logic_types.png
(3 px per um)
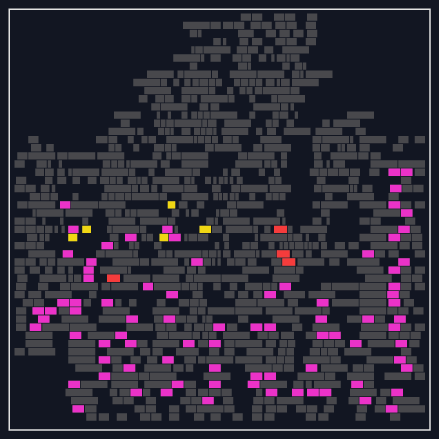
flops_by_reg.png
(2 px per um) Other sequential cells in the stronger gray, the rest of the logic in the fainter gray.
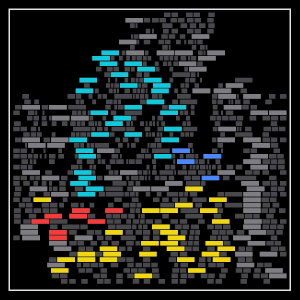
io_fan.png
(3 px per um)
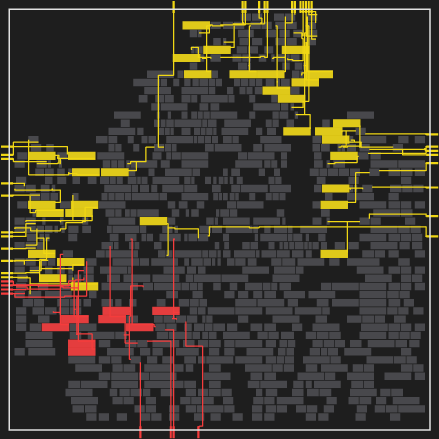
wires.png
(3 px per um)
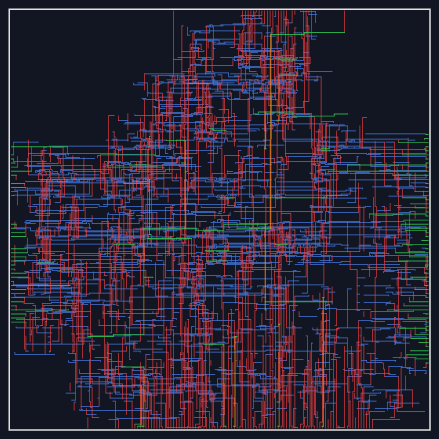
### src/rtl/mips_mem_ctrl.sv
// Memory/IO controller behind the multicycle MIPS core: SRAM access with ready handshake plus LED/counter/status IO.
// IO and misaligned accesses complete in cycle 1; SRAM accesses in cycle MEM_LAT+2. cpu_req is held until the cpu_ready pulse.
module mips_mem_ctrl #(
    parameter int          MEM_LAT = 2,
    parameter logic [31:0] IO_BASE = 32'hFFFF_0000
) (
    input  logic        clk,
    input  logic        reset,
    input  logic        cpu_req,
    input  logic        cpu_we,
    input  logic [31:0] cpu_addr,
    input  logic [31:0] cpu_wdata,
    output logic [31:0] cpu_rdata,
    output logic        cpu_ready,
    output logic        mem_en,
    output logic        mem_we,
    output logic [29:0] mem_addr,
    output logic [31:0] mem_wdata,
    input  logic [31:0] mem_rdata,
    output logic [7:0]  io_led,
    output logic        misalign_err
);

    generate
        if (MEM_LAT < 1 || MEM_LAT > 15) begin : g_bad_lat
            $error("mips_mem_ctrl: MEM_LAT must be in 1..15");
        end
    endgenerate

    localparam logic [3:0] LAT = 4'(MEM_LAT);

    typedef enum logic [1:0] {
        IDLE     = 2'd0,
        RAM_WAIT = 2'd1,
        DONE     = 2'd2
    } state_t;

    state_t      state, state_nxt;
    logic [3:0]  wait_cnt, wait_cnt_nxt;
    logic [29:0] addr_q;
    logic [31:0] wdata_q;
    logic        we_q;
    logic        latch_en;
    logic [31:0] rdata_q, rdata_nxt;
    logic [7:0]  led_q, led_nxt;
    logic        err_q, err_nxt;
    logic [31:0] counter;

    logic        misaligned;
    logic        is_io;
    logic [31:0] io_off;
    logic [31:0] io_rd;

    assign misaligned = (cpu_addr[1:0] != 2'b00);
    assign is_io      = (cpu_addr >= IO_BASE);
    assign io_off     = cpu_addr - IO_BASE;

    always_comb begin
        io_rd = 32'd0;
        case (io_off)
            32'd0:   io_rd = {24'd0, led_q};
            32'd4:   io_rd = counter;
            32'd8:   io_rd = {31'd0, err_q};
            default: io_rd = 32'd0;
        endcase
    end

    always_comb begin
        state_nxt    = state;
        wait_cnt_nxt = wait_cnt;
        rdata_nxt    = rdata_q;
        led_nxt      = led_q;
        err_nxt      = err_q;
        latch_en     = 1'b0;
        case (state)
            IDLE: begin
                if (cpu_req) begin
                    if (misaligned) begin
                        // Alignment is checked before decode, so misaligned IO also flags.
                        err_nxt = 1'b1;
                        if (!cpu_we) rdata_nxt = 32'd0;
                        state_nxt = DONE;
                    end else if (is_io) begin
                        if (cpu_we) begin
                            if (io_off == 32'd0) led_nxt = cpu_wdata[7:0];
                            if (io_off == 32'd8) err_nxt = 1'b0;
                        end else begin
                            rdata_nxt = io_rd;
                        end
                        state_nxt = DONE;
                    end else begin
                        latch_en     = 1'b1;
                        wait_cnt_nxt = LAT;
                        state_nxt    = RAM_WAIT;
                    end
                end
            end
            RAM_WAIT: begin
                // Counter runs MEM_LAT..0, so the capture lands at the end of cycle 1+MEM_LAT.
                if (wait_cnt == 4'd0) begin
                    if (!we_q) rdata_nxt = mem_rdata;
                    state_nxt = DONE;
                end else begin
                    wait_cnt_nxt = wait_cnt - 4'd1;
                end
            end
            DONE:    state_nxt = IDLE;
            default: state_nxt = IDLE;
        endcase
    end

    always_ff @(posedge clk or negedge reset) begin
        if (!reset) begin
            state    <= IDLE;
            wait_cnt <= 4'd0;
            addr_q   <= 30'd0;
            wdata_q  <= 32'd0;
            we_q     <= 1'b0;
            rdata_q  <= 32'd0;
            led_q    <= 8'd0;
            err_q    <= 1'b0;
            counter  <= 32'd0;
        end else begin
            state    <= state_nxt;
            wait_cnt <= wait_cnt_nxt;
            rdata_q  <= rdata_nxt;
            led_q    <= led_nxt;
            err_q    <= err_nxt;
            counter  <= counter + 32'd1;
            if (latch_en) begin
                addr_q  <= cpu_addr[31:2];
                wdata_q <= cpu_wdata;
                we_q    <= cpu_we;
            end
        end
    end

    assign mem_en       = (state == RAM_WAIT) && (wait_cnt == LAT);
    assign mem_we       = (state == RAM_WAIT) && we_q;
    assign mem_addr     = addr_q;
    assign mem_wdata    = wdata_q;
    assign cpu_ready    = (state == DONE);
    assign cpu_rdata    = rdata_q;
    assign io_led       = led_q;
    assign misalign_err = err_q;

endmodule

### config.mk
export PLATFORM = sky130hd
export DESIGN_NAME = mips_mem_ctrl
export DESIGN_NICKNAME = d
export VERILOG_FILES = /design/src/rtl/mips_mem_ctrl.sv
export SDC_FILE = /design/constraint.sdc
export NUM_CORES = 1
export LEC_CHECK = 0
export CORE_UTILIZATION = 35
export CTS_CLUSTER_SIZE = 30
export DETAILED_ROUTE_END_ITERATION = 8
export GPL_TIMING_DRIVEN = 1
export PLACE_DENSITY = 0.65
export SYNTH_ARGS = -nofsm -noshare
export SYNTH_HDL_FRONTEND = slang
export SYNTH_SLANG_ARGS = --single-unit
export TNS_END_PERCENT = 100
### constraint.sdc
create_clock -name clk -period 2.5 [get_ports clk]
set_clock_uncertainty 0.15 [all_clocks]
set_input_delay 0.375 -clock clk [delete_from_list [all_inputs] [get_ports clk]]
set_output_delay 0.375 -clock clk [all_outputs]
set_load 0.01 [all_outputs]
==> impl_table.tex <==
% Synthesis and place-and-route results
\begin{tabular}{lr}
\hline
Metric & Value \\
\hline
\multicolumn{2}{l}{\textbf{Worst setup path}} \\
Most common cell type on the critical path & or4\_4 \\
Internal reg-to-reg setup slack & 0.10 ns \\
Critical path launch point & cpu\_addr[5] \\
Buffers and inverters on the worst path & 2 \\
Worst r2r dst & cpu\_rdata[17] \\
Critical path class & in -> reg \\
Critical-path top delay cell & or4\_4 \\
\multicolumn{2}{l}{\textbf{Cells and area}} \\
Post-layout instance area & 9960 um2 \\
Multi-In Gates & 352 \\
Tally of filler cells in the layout & 1581 \\
Total number of sequential cells & 142 \\
Final core utilization & 53.4\% \\
Antenna cell count & 0 \\
\multicolumn{2}{l}{\textbf{Clock tree}} \\
CTS tree & built \\
\# H-tree levels & 4 \\
\multicolumn{2}{l}{\textbf{Power and ir drop}} \\
Switching power & 0.00313 W \\
Total power draw & 0.00998 W \\
Power Dens Cells & 1000 nW/um2 \\
Clock net power & 0.00251 W \\
Sw Share & 31.4\% \\
Combinational power & 0.00390 W \\
\multicolumn{2}{l}{\textbf{Min path}} \\
Critical hold path startpoint & counter[31] \\
\multicolumn{2}{l}{\textbf{Synthesis}} \\
Chip Area, Yosys & 6640 um2 \\
Nets at Floorplan & 671 \\
Distinct cell type count of the synthesized netlist & 45 \\
Share of synthesized cell area in full adder, half adder and majority cells & 0.754\% \\
Post-synth tally of flip-flops with integrated enable & 0 \\
Mean Syn Cell Area & 11.7 um2 \\
Cell area after synthesis & 6640 um2 \\
\multicolumn{2}{l}{\textbf{Timing}} \\
Measured slew at the worst slew-check pin & 0.583 ns \\
Least setup slack across all paths after layout & 0.0905 ns \\
Pins over their slew limit & 0 \\
\multicolumn{2}{l}{\textbf{Drt}} \\
Wire length on met3 & 910 um \\
Count of nets left with antenna violations after detail routing & 0 \\
Top metal layer carrying routed signals & met4 \\
Total number of vias & 5440 \\
\multicolumn{2}{l}{\textbf{Global route}} \\
Met3 usage & 4.27\% \\
Leftover overflow at the end of global routing & 0 \\
\multicolumn{2}{l}{\textbf{Status}} \\
Status & completed \\
\hline
\end{tabular}
-- logic_types.png (at the start) --
- non-inverting ao/oa cells: yellow (cells 5)
- fa/ha/maj cells: red (cells 4)
- mux cells: magenta (cells 82)
fraction of area in multi-input gates: 28.6%
most numerous logic cell after layout: clkdlybuf4s50_1

-- flops_by_reg.png (at the start) --
- mem_addr: yellow (placed flops 30)
- io_led: red (placed flops 8; where bottom left)
- wait_cnt: blue (placed flops 4)
- counter: cyan (placed flops 32)
- not colored: 68
share of the final layout cell area in sequential cells: 35.7%
sequential power: 0.00358 W

-- io_fan.png (at the start) --
- cpu_rdata: yellow (bits 32; direction output; edge 13 top, 11 left, 8 right; end cells 32; buffers 32; wire 1190 um)
- io_led: red (bits 8; direction output; edge 4 bottom, 4 left; end cells 8; buffers 8; wire 498 um)
number of buffer cells added on primary ports: 205
number of primary I/O pins: 206

-- wires.png (at the start) --
- metal 3: green (wire length 911 um)
- metal 1: blue (wire length 8220 um)
- metal 4: orange (wire length 370 um)
- metal 2: red (wire length 8980 um)
average wire length per cell after detail routing: 17.6 um
wire length after detailed routing: 18500 um

Power figures rest on the tool's default switching activity, not on a simulated workload.
